===== config.mk =====
export PLATFORM = sky130hd
export DESIGN_NAME = serial_adder_n_flat
export DESIGN_NICKNAME = d
export VERILOG_FILES = /design/src/rtl/serial_adder_n_if.sv /design/src/rtl/serial_adder_n.sv /design/src/flat_wrapper.sv
export SDC_FILE = /design/constraint.sdc
export NUM_CORES = 1
export LEC_CHECK = 0
export CORE_UTILIZATION = 40
export DETAILED_ROUTE_END_ITERATION = 12
export PLACE_DENSITY = 0.75
export SLEW_MARGIN = 20
export SYNTH_ARGS = -nofsm -noshare
export SYNTH_HDL_FRONTEND = slang
export SYNTH_SLANG_ARGS = --single-unit

===== constraint.sdc =====
create_clock -name clock -period 1.79 [get_ports clock]
set_clock_uncertainty 0.2 [all_clocks]
set_input_delay 0.358 -clock clock [delete_from_list [all_inputs] [get_ports clock]]
set_output_delay 0.358 -clock clock [all_outputs]
set_load 0.05 [all_outputs]

===== src/rtl/serial_adder_n_if.sv =====
// Handshake and result bundle for serial_adder_n.
// The sub signal exists only when SERIAL_ADDER_SUB_EN is defined.
interface serial_adder_n_if #(
    parameter int unsigned WIDTH = 8
);
    logic             start;
    logic [WIDTH-1:0] a;
    logic [WIDTH-1:0] b;
`ifdef SERIAL_ADDER_SUB_EN
    logic             sub;
`endif
    logic             busy;
    logic             done;
    logic [WIDTH-1:0] sum;
    logic             carry_out;
    logic             ovf;
    logic             sum_bit;
    logic             sum_bit_valid;

    modport master (
        output start,
        output a,
        output b,
`ifdef SERIAL_ADDER_SUB_EN
        output sub,
`endif
        input  busy,
        input  done,
        input  sum,
        input  carry_out,
        input  ovf,
        input  sum_bit,
        input  sum_bit_valid
    );

    modport slave (
        input  start,
        input  a,
        input  b,
`ifdef SERIAL_ADDER_SUB_EN
        input  sub,
`endif
        output busy,
        output done,
        output sum,
        output carry_out,
        output ovf,
        output sum_bit,
        output sum_bit_valid
    );
endinterface


===== src/rtl/serial_adder_n.sv =====
// Bit-serial ripple adder, one bit per clock, LSB first.
// Define SERIAL_ADDER_SUB_EN to add the sub input (A-B via ~B and carry-in 1).
module serial_adder_n #(
    parameter int unsigned WIDTH = 8
) (
    input logic            clock,
    input logic            clear,
    serial_adder_n_if.slave bus
);
    localparam int unsigned CW = (WIDTH > 1) ? $clog2(WIDTH) : 1;

    typedef enum logic [1:0] {
        IDLE  = 2'd0,
        SHIFT = 2'd1,
        DONE  = 2'd2
    } state_t;

    state_t           state_q;
    state_t           state_d;
    logic [WIDTH-1:0] a_q;
    logic [WIDTH-1:0] b_q;
    logic             c_q;
    logic [CW-1:0]    cnt_q;
    logic [WIDTH-1:0] sum_q;
    logic             busy_q;
    logic             done_q;
    logic             sbit_q;
    logic             sbv_q;
    logic             co_q;
    logic             ovf_q;

    logic             sub_c;
    logic             s_c;
    logic             cout_c;
    logic             last_c;
    logic             load_c;

`ifdef SERIAL_ADDER_SUB_EN
    assign sub_c = bus.sub;
`else
    assign sub_c = 1'b0;
`endif

    // One full-adder slice over the current LSBs
    assign s_c    = a_q[0] ^ b_q[0] ^ c_q;
    assign cout_c = (a_q[0] & b_q[0]) | (a_q[0] & c_q) | (b_q[0] & c_q);
    assign last_c = (cnt_q == CW'(WIDTH - 1));
    assign load_c = (state_q == IDLE) && bus.start;

    always_comb begin
        state_d = state_q;
        case (state_q)
            IDLE:    if (bus.start) state_d = SHIFT;
            SHIFT:   if (last_c) state_d = DONE;
            DONE:    state_d = IDLE;
            default: state_d = IDLE;
        endcase
    end

    // A doubles as the result register: sum bits enter at its MSB as operand bits leave
    always_ff @(posedge clock or posedge clear) begin
        if (clear) begin
            state_q <= IDLE;
            a_q     <= '0;
            b_q     <= '0;
            c_q     <= 1'b0;
            cnt_q   <= '0;
            sum_q   <= '0;
            busy_q  <= 1'b0;
            done_q  <= 1'b0;
            sbit_q  <= 1'b0;
            sbv_q   <= 1'b0;
            co_q    <= 1'b0;
            ovf_q   <= 1'b0;
        end else begin
            state_q <= state_d;
            busy_q  <= (state_d == SHIFT);
            done_q  <= (state_d == DONE);
            sbv_q   <= 1'b0;
            if (load_c) begin
                a_q   <= bus.a;
                b_q   <= sub_c ? ~bus.b : bus.b;
                c_q   <= sub_c;
                cnt_q <= '0;
            end else if (state_q == SHIFT) begin
                a_q    <= {s_c, a_q[WIDTH-1:1]};
                b_q    <= {1'b0, b_q[WIDTH-1:1]};
                c_q    <= cout_c;
                sbit_q <= s_c;
                sbv_q  <= 1'b1;
                if (last_c) begin
                    sum_q <= {s_c, a_q[WIDTH-1:1]};
                    co_q  <= cout_c;
                    ovf_q <= c_q ^ cout_c;
                end else begin
                    cnt_q <= cnt_q + CW'(1);
                end
            end
        end
    end

    assign bus.busy          = busy_q;
    assign bus.done          = done_q;
    assign bus.sum           = sum_q;
    assign bus.carry_out     = co_q;
    assign bus.ovf           = ovf_q;
    assign bus.sum_bit       = sbit_q;
    assign bus.sum_bit_valid = sbv_q;
endmodule

===== src/flat_wrapper.sv =====
// flat-port wrapper written by rule: the top's interface ports become plain ports
module serial_adder_n_flat 
#(
    parameter int unsigned WIDTH = 8
)
  (clock, clear, bus_start, bus_a, bus_b, bus_busy, bus_done, bus_sum, bus_carry_out, bus_ovf, bus_sum_bit, bus_sum_bit_valid);
  serial_adder_n_if #(.WIDTH(WIDTH)) bus_i ();
  input logic clock;
  input logic clear;
  input wire logic [$bits(bus_i.start)-1:0] bus_start;
  input wire logic [$bits(bus_i.a)-1:0] bus_a;
  input wire logic [$bits(bus_i.b)-1:0] bus_b;
  output wire logic [$bits(bus_i.busy)-1:0] bus_busy;
  output wire logic [$bits(bus_i.done)-1:0] bus_done;
  output wire logic [$bits(bus_i.sum)-1:0] bus_sum;
  output wire logic [$bits(bus_i.carry_out)-1:0] bus_carry_out;
  output wire logic [$bits(bus_i.ovf)-1:0] bus_ovf;
  output wire logic [$bits(bus_i.sum_bit)-1:0] bus_sum_bit;
  output wire logic [$bits(bus_i.sum_bit_valid)-1:0] bus_sum_bit_valid;
  assign bus_i.start = bus_start;
  assign bus_i.a = bus_a;
  assign bus_i.b = bus_b;
  assign bus_busy = bus_i.busy;
  assign bus_done = bus_i.done;
  assign bus_sum = bus_i.sum;
  assign bus_carry_out = bus_i.carry_out;
  assign bus_ovf = bus_i.ovf;
  assign bus_sum_bit = bus_i.sum_bit;
  assign bus_sum_bit_valid = bus_i.sum_bit_valid;
  serial_adder_n #(.WIDTH(WIDTH)) u_core (.clock(clock), .clear(clear), .bus(bus_i));
endmodule

### PDN straps and rails, run 1

Drawn at 6 px/um. Pins as bars on the die edge.
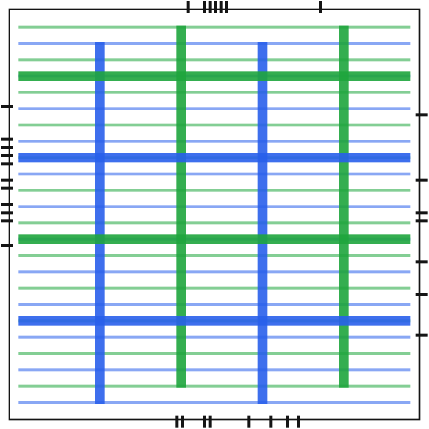
legend:
  green:
    net: VDD
  blue:
    net: VSS
rows: 23
met5 straps: 4
met1 rails: 24

### Cell placement, run 1

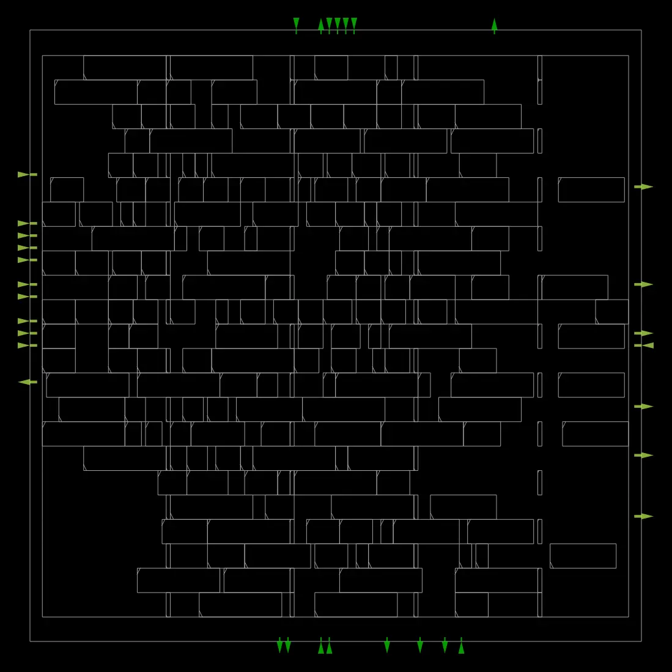
Placement Rows: 23
final design utilization: 0.594
fraction of standard cell area that is sequential: 0.371

### Routed metal per tile, run 1

Drawn at 6 px/um. 14 x 14 tiles, from dark purple (low) to yellow (high), scaled to the fullest tile. Values are wire area over tile area, all layers added.
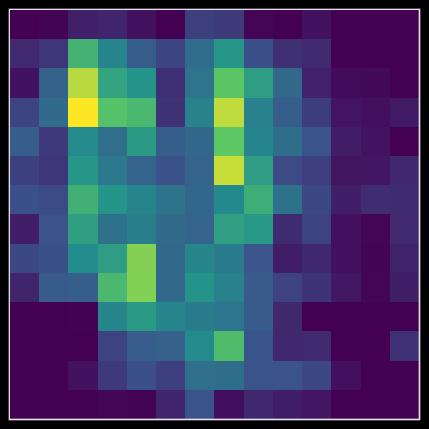
tiles over half the peak: 15%
emptiest ninth of the die: bottom right
fullest tile: 0.49
nearly empty tiles: 20%
densest ninth of the die: middle
mean over tiles: 0.12

==> metrics.log, run 1 <==
[flow] summary of implementation run
INFO  metric run_status = completed
INFO  metric synth.avg_cell_area = ~12 um^2
INFO  metric worst_r2r_endpoint = u_core.cnt_q[2]
INFO  metric clockBufferDepth = 2
INFO  metric fin_nets = about 210
INFO  metric post_synth_xor_area_fraction = 0.00501
INFO  metric fmax = approximately 0.57 GHz
INFO  metric post_cts_hold_buffer_count = 0
INFO  metric initial_core_util = 0.428
INFO  metric gp_congestion = between 0.7 and 0.8
INFO  metric count_of_unresolved_drc_violations_after_routing = 0
INFO  metric post-place-cells = 229
INFO  metric ys_warn_count = 0
INFO  metric layout.cells.non_filler = approximately 240
INFO  metric portBuffers = 32
INFO  metric max-vdd-ir-drop = around 0.87 mV
INFO  metric clock-sinks = 36
INFO  metric detail_route.wirelength = about 3.6 mm
INFO  metric timing.final.setup_violations = 0
INFO  metric global_route_wire_length_before_repair = just under 6 mm
INFO  metric detail-route-antenna-nets = 0
INFO  metric critical_path_peak_fanout = 5
INFO  metric routed_wire_length_per_instance = 15.0 um
INFO  metric worstSetupEndpointType = flip-flop
INFO  metric floorplan.io_pins = 33
INFO  metric die.size.x = 68.1 um
INFO  metric grt_max_degree = 37
INFO  metric rr_worst_depth = 5
INFO  metric clk-insertion-delay-late = between 200 and 300 ps
INFO  metric slew-limit-headroom = 0.657
INFO  metric synth-adder-area-share = 0.0258
INFO  metric critPathLaunchType = flip-flop
INFO  metric final-seq-area = around 900 um^2
INFO  metric worst-slew-pin-transition = 515 ps
INFO  metric detailed_place_hpwl = between 2 and 3 mm
INFO  metric fraction_of_final_layout_cells_sized_beyond_drive_strength_1 = 0.251
INFO  metric layout.cells.most_common_list = dfrtp_1 (36), inv_1 (22), clkdlybuf4s50_1 (18), buf_12 (16), nor4b_1 (15)
INFO  metric fin_setup_tns = 0 ps
[run 1: worst max-delay path, stage by stage (launching register included)]
cell,delay [ps]
dfrtp_1,420
ha_1,240
ha_4,180
buf_4,160
and3_1,140
a211o_1,280
[run 1: routing by layer]
layer,GRT usage,vias up,part of all wire
li1,-,601,-
met1,0.206,604,0.42
met2,0.294,34,0.52
met3,0.0550,10,0.040
met4,0.0781,0,0.022
met5,0,-,0
[run 1: synthesized netlist by cell type, types with 2 or more instances]
cell type	count	share of area
mux2i_1	2	0.011
buf_2	6	0.017
a211o_1	2	0.010
nand2b_1	3	0.011
nor3b_1	14	0.060
ha_1	2	0.014
and3_1	3	0.011
inv_1	22	0.047
buf_6	3	0.019
clkbuf_1	3	0.0064
dfrtp_1	36	0.52
mux2_2	9	0.058
a211oi_1	14	0.060
nor4b_1	15	0.075
a21oi_1	2	0.0057
nor4bb_1	2	0.011
[run 1: metrics by stage]
| stage | utilization | hold slack (ps) | power [mW] | setup slack, ps |
|---|---|---|---|---|
| after floorplan | - | 257 | 2.90 | 65.1 |
| after global placement | 0.563 | 274 | 3.82 | -70.3 |
| after detailed placement | 0.563 | 288 | 3.94 | -66.2 |
| after CTS | 0.588 | 218 | 4.56 | 52.9 |
| after global routing | 0.594 | 229 | 4.84 | 6.99 |
| final | 0.594 | 213 | 4.57 | 49.1 |
[run 1: cell type report]
type,instances,area share
Sequential cell,36,0.371
Multi-Input combinational cell,78,0.297
Timing Repair Buffer,43,0.234
Clock buffer,6,0.0340
Inverter,22,0.0340
Tap cell,50,0.0258
Clock inverter,2,0.00412
[run 1: flip-flops by register name (all words and copies together) (netlist names)]
name,count
u_core.a_q,8
u_core.b_q,8
u_core.bus.busy,1
u_core.bus.carry_out,1
u_core.bus.done,1
u_core.bus.ovf,1
u_core.bus.sum,8
u_core.bus.sum_bit,1
u_core.bus.sum_bit_valid,1
u_core.c_q,1
u_core.cnt_q,3
u_core.state_q,2
[run 1: report_power, final]
| group | switching (mW) | internal (mW) |
|---|---|---|
| clock | 0.283 | 0.307 |
| sequential | 0.363 | 1.20 |
| combinational | 1.16 | 1.26 |
[run 1: logic make-up (layout without fill, tap and decap cells)]
kind of cell | after synthesis | count (layout)
flip-flops | 36 | 36
AND-OR/OR-AND | 23 | 23
AND/OR/NAND/NOR | 40 | 40
adder cells (fa/ha/maj) | 3 | 3
buffers and inverters | 35 | 73
XOR/XNOR | 1 | 1
multiplexers | 11 | 11
[run 1: worst max-delay path by stage]
stage,slack [ps],endpoint,startpoint,depth (start not counted)
after floorplan,70,u_core.bus.sum[0],u_core.cnt_q[0],5
after global placement,-70,u_core.b_q[0],bus_start,4
after detailed placement,-70,u_core.a_q[7],bus_start,4
after CTS,50,u_core.cnt_q[2],u_core.cnt_q[0],5
after global routing,7,u_core.cnt_q[2],u_core.cnt_q[0],5
final,50,u_core.cnt_q[2],u_core.cnt_q[0],5
[run 1: what timing repair did]
action / 4_1_cts / 5_1_grt
cloned: 0 / 0
buffers inserted: 0 / 0
setup endpoints to repair: 2 / 2
hold endpoints to repair: 0 / 0
resized: 2 / 3
==> inputs of run 2 (changes only) <==
--- a/config.mk
+++ b/config.mk
@@ -5,6 +5,7 @@
 export SDC_FILE = /design/constraint.sdc
 export NUM_CORES = 1
 export LEC_CHECK = 0
+export CAP_MARGIN = 20
 export CORE_UTILIZATION = 40
 export DETAILED_ROUTE_END_ITERATION = 12
 export PLACE_DENSITY = 0.75
### Drive-strength map, run 2

Drawn at 4 px/um.
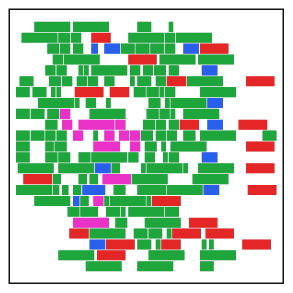
legend:
  red:
    size: drive 6 and up
    cells: 22
    share: 12%
  green:
    size: drive 1 or less
    cells: 140
    share: 75%
  blue:
    size: drive 2
    cells: 12
    share: 6.4%
  magenta:
    size: drive 3 to 4
    cells: 13
    share: 7.0%

### PDN straps and rails, run 2

Drawn at 6 px/um. Pins as bars on the die edge.
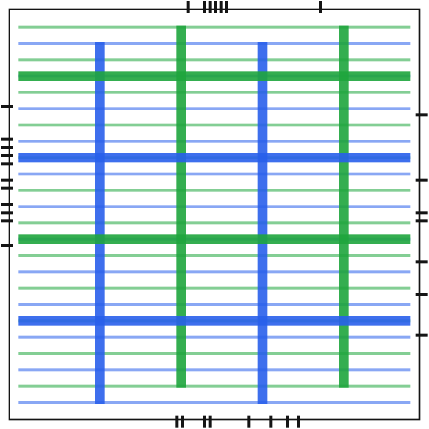
legend:
  blue:
    net: VSS
  green:
    net: VDD
rows: 23
met5 straps: 4

==> run 2 against run 1 <==
Effect of this change:
- die size did not move
- register-to-register slack hardly changed
- largest cell class unchanged
- power unchanged
- largest power group unchanged
- wire length stayed put
==> metrics.log, run 2 <==
[flow] summary of implementation run
INFO  metric run_status = completed
INFO  metric fraction_of_power_spent_switching_nets = 0.395
INFO  metric ys_warn_count = 0
INFO  metric final_max_slew_viol_count = 0
INFO  metric critPathLaunchType = flip-flop
INFO  metric power.internal = 2.77 mW
INFO  metric setup.worst_path.end = u_core.cnt_q[2]
INFO  metric worst_r2r_endpoint = u_core.cnt_q[2]
INFO  metric fin_setup_tns = 0 ps
INFO  metric count_of_unresolved_drc_violations_after_routing = 0
INFO  metric hold_path_class = in -> async
INFO  metric dpl-instance-area = between 2000 and 2500 um^2
INFO  metric initial_core_util = 0.428
INFO  metric clock-sinks = 36
INFO  metric power.clock.fraction = 0.129
INFO  metric finish.utilization = 0.594
INFO  metric synth.avg_cell_area = around 12 um^2
INFO  metric sequentialPowerShare = 0.342
INFO  metric detail-route-antenna-nets = 0
INFO  metric top_area_frac = 0.515
INFO  metric fin_nets = roughly 210
INFO  metric startpoint = u_core.cnt_q[0]
INFO  metric rr_worst_depth = 5
INFO  metric layout.cells.most_common_list = dfrtp_1 (36), inv_1 (22), clkdlybuf4s50_1 (18), buf_12 (16), nor4b_1 (15)
INFO  metric portBuffers = 32
INFO  metric area_growth_syn_to_layout = 38.8%
INFO  metric critical_path_peak_fanout = 5
INFO  metric clockBufferDepth = 2
INFO  metric common_cells = dfrtp_1 (36), inv_1 (22), nor4b_1 (15)
INFO  metric core.rowCount = 23
INFO  metric slew-limit-headroom = 0.657
INFO  metric detail_route.wirelength = between 3 and 4 mm
INFO  metric worstSetupEndpointType = flip-flop
INFO  metric ys_top_cells_by_area = dfrtp_1 (52%), nor4b_1 (7.5%), a211oi_1 (6.0%)
INFO  metric clk-insertion-delay-late = 290 ps
INFO  metric combPwrFrac = 0.529
INFO  metric detailed_place_hpwl = ~2.6 mm
INFO  metric floorplan.io_pins = 33
INFO  metric gp_congestion = between 0.7 and 0.8
INFO  metric grt_max_degree = 37
INFO  metric max-vdd-ir-drop = between 0.8 and 0.9 mV
INFO  metric routed_wire_length_per_instance = approximately 15 um
INFO  metric postCtsSetupBuffers = 0
INFO  metric netlist.top_cell.by_area = dfrtp_1
INFO  metric ys_seq_elements = 36
INFO  metric worst-slew-pin-transition = a little over 500 ps
INFO  metric fmax = between 0.5 and 0.6 GHz
INFO  metric fin_total_pwr = approximately 4.6 mW
INFO  metric net-switching-power = 1.80 mW
INFO  metric timing.final.setup_violations = 0
### Routed metal per tile, run 2

Drawn at 6 px/um. 14 x 14 tiles, from dark purple (low) to yellow (high), scaled to the fullest tile. Values are wire area over tile area, all layers added.
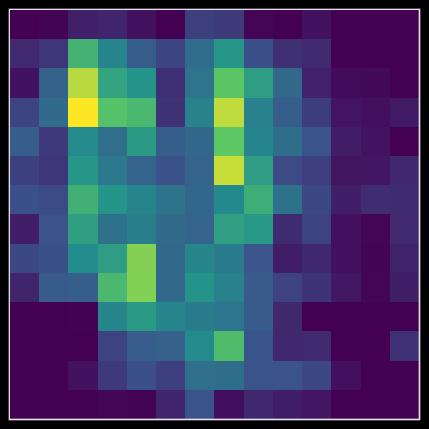
fullest tile: 0.49
emptiest ninth of the die: bottom right
densest ninth of the die: middle
tiles over half the peak: 15%

run 2: metal layers:
| layer | track usage | routed length, um | vias to the layer above |
|---|---|---|---|
| met3 | 0.0550 | 142 | 10 |
| met2 | 0.294 | 1850 | 34 |
| met1 | 0.206 | 1490 | 604 |
| met4 | 0.0781 | 80 | 0 |
| li1 | - | - | 601 |
| met5 | 0 | 0 | - |
run 2: power groups by stage:
stage	combinational [mW]	sequential (mW)	clock, mW
CTS	2.39	1.55	0.617
global placement	2.28	1.54	0
global route	2.58	1.61	0.647
floorplan	0.986	1.91	0
finish	2.42	1.56	0.590
detailed placement	2.37	1.56	0
run 2: cell type report:
type	instances	area, um^2	area share
timing repair buffer	43	568	0.234
tap	50	62.6	0.0258
inverter	22	82.6	0.0340
clock buffer	6	82.6	0.0340
clock inverter	2	10.0	0.00412
sequential	36	901	0.371
multi-input combinational	78	721	0.297
run 2: worst min path at each step:
| stage | to | slack (ps) | cells after the start |
|---|---|---|---|
| finish | u_core.bus.done | 210 | 3 |
| global route | u_core.bus.done | 230 | 3 |
| CTS | u_core.bus.done | 220 | 3 |
| detailed placement | u_core.b_q[7] | 290 | 1 |
| global placement | u_core.b_q[7] | 270 | 1 |
| floorplan | u_core.b_q[7] | 260 | 1 |
run 2: stage by stage:
step / cells / hold slack [ps] / setup slack [ps]
6_report: 237 / 213 / 49.1
3_3_place_gp: 229 / 274 / -70.3
5_1_grt: 237 / 229 / 6.99
3_5_place_dp: 229 / 288 / -66.2
4_1_cts: 237 / 218 / 52.9
2_1_floorplan: 149 / 257 / 65.1
run 2: worst max-delay path, stage by stage, from the launching register on:
cell and delay, ps:
dfrtp_1 420, ha_1 240, ha_4 180, buf_4 160, and3_1 140, a211o_1 280
run 2: kinds of logic (layout without fill, tap and decap cells):
family	count (synthesis)	after routing	synth area share
adder cells (fa/ha/maj)	3	3	0.0257
AND-OR/OR-AND	23	23	0.107
buffers and inverters	35	73	0.0923
XOR/XNOR	1	1	0.00501
multiplexers	11	11	0.0694
AND/OR/NAND/NOR	40	40	0.185
flip-flops	36	36	0.515
run 2: what timing repair did:
item,in CTS,in global routing
resized,2,3
setup endpoints to repair,2,2
cloned,0,0
pin swaps,0,0
hold buffers,0,0
No activity file was given, so power comes from the tool's default toggle rates.
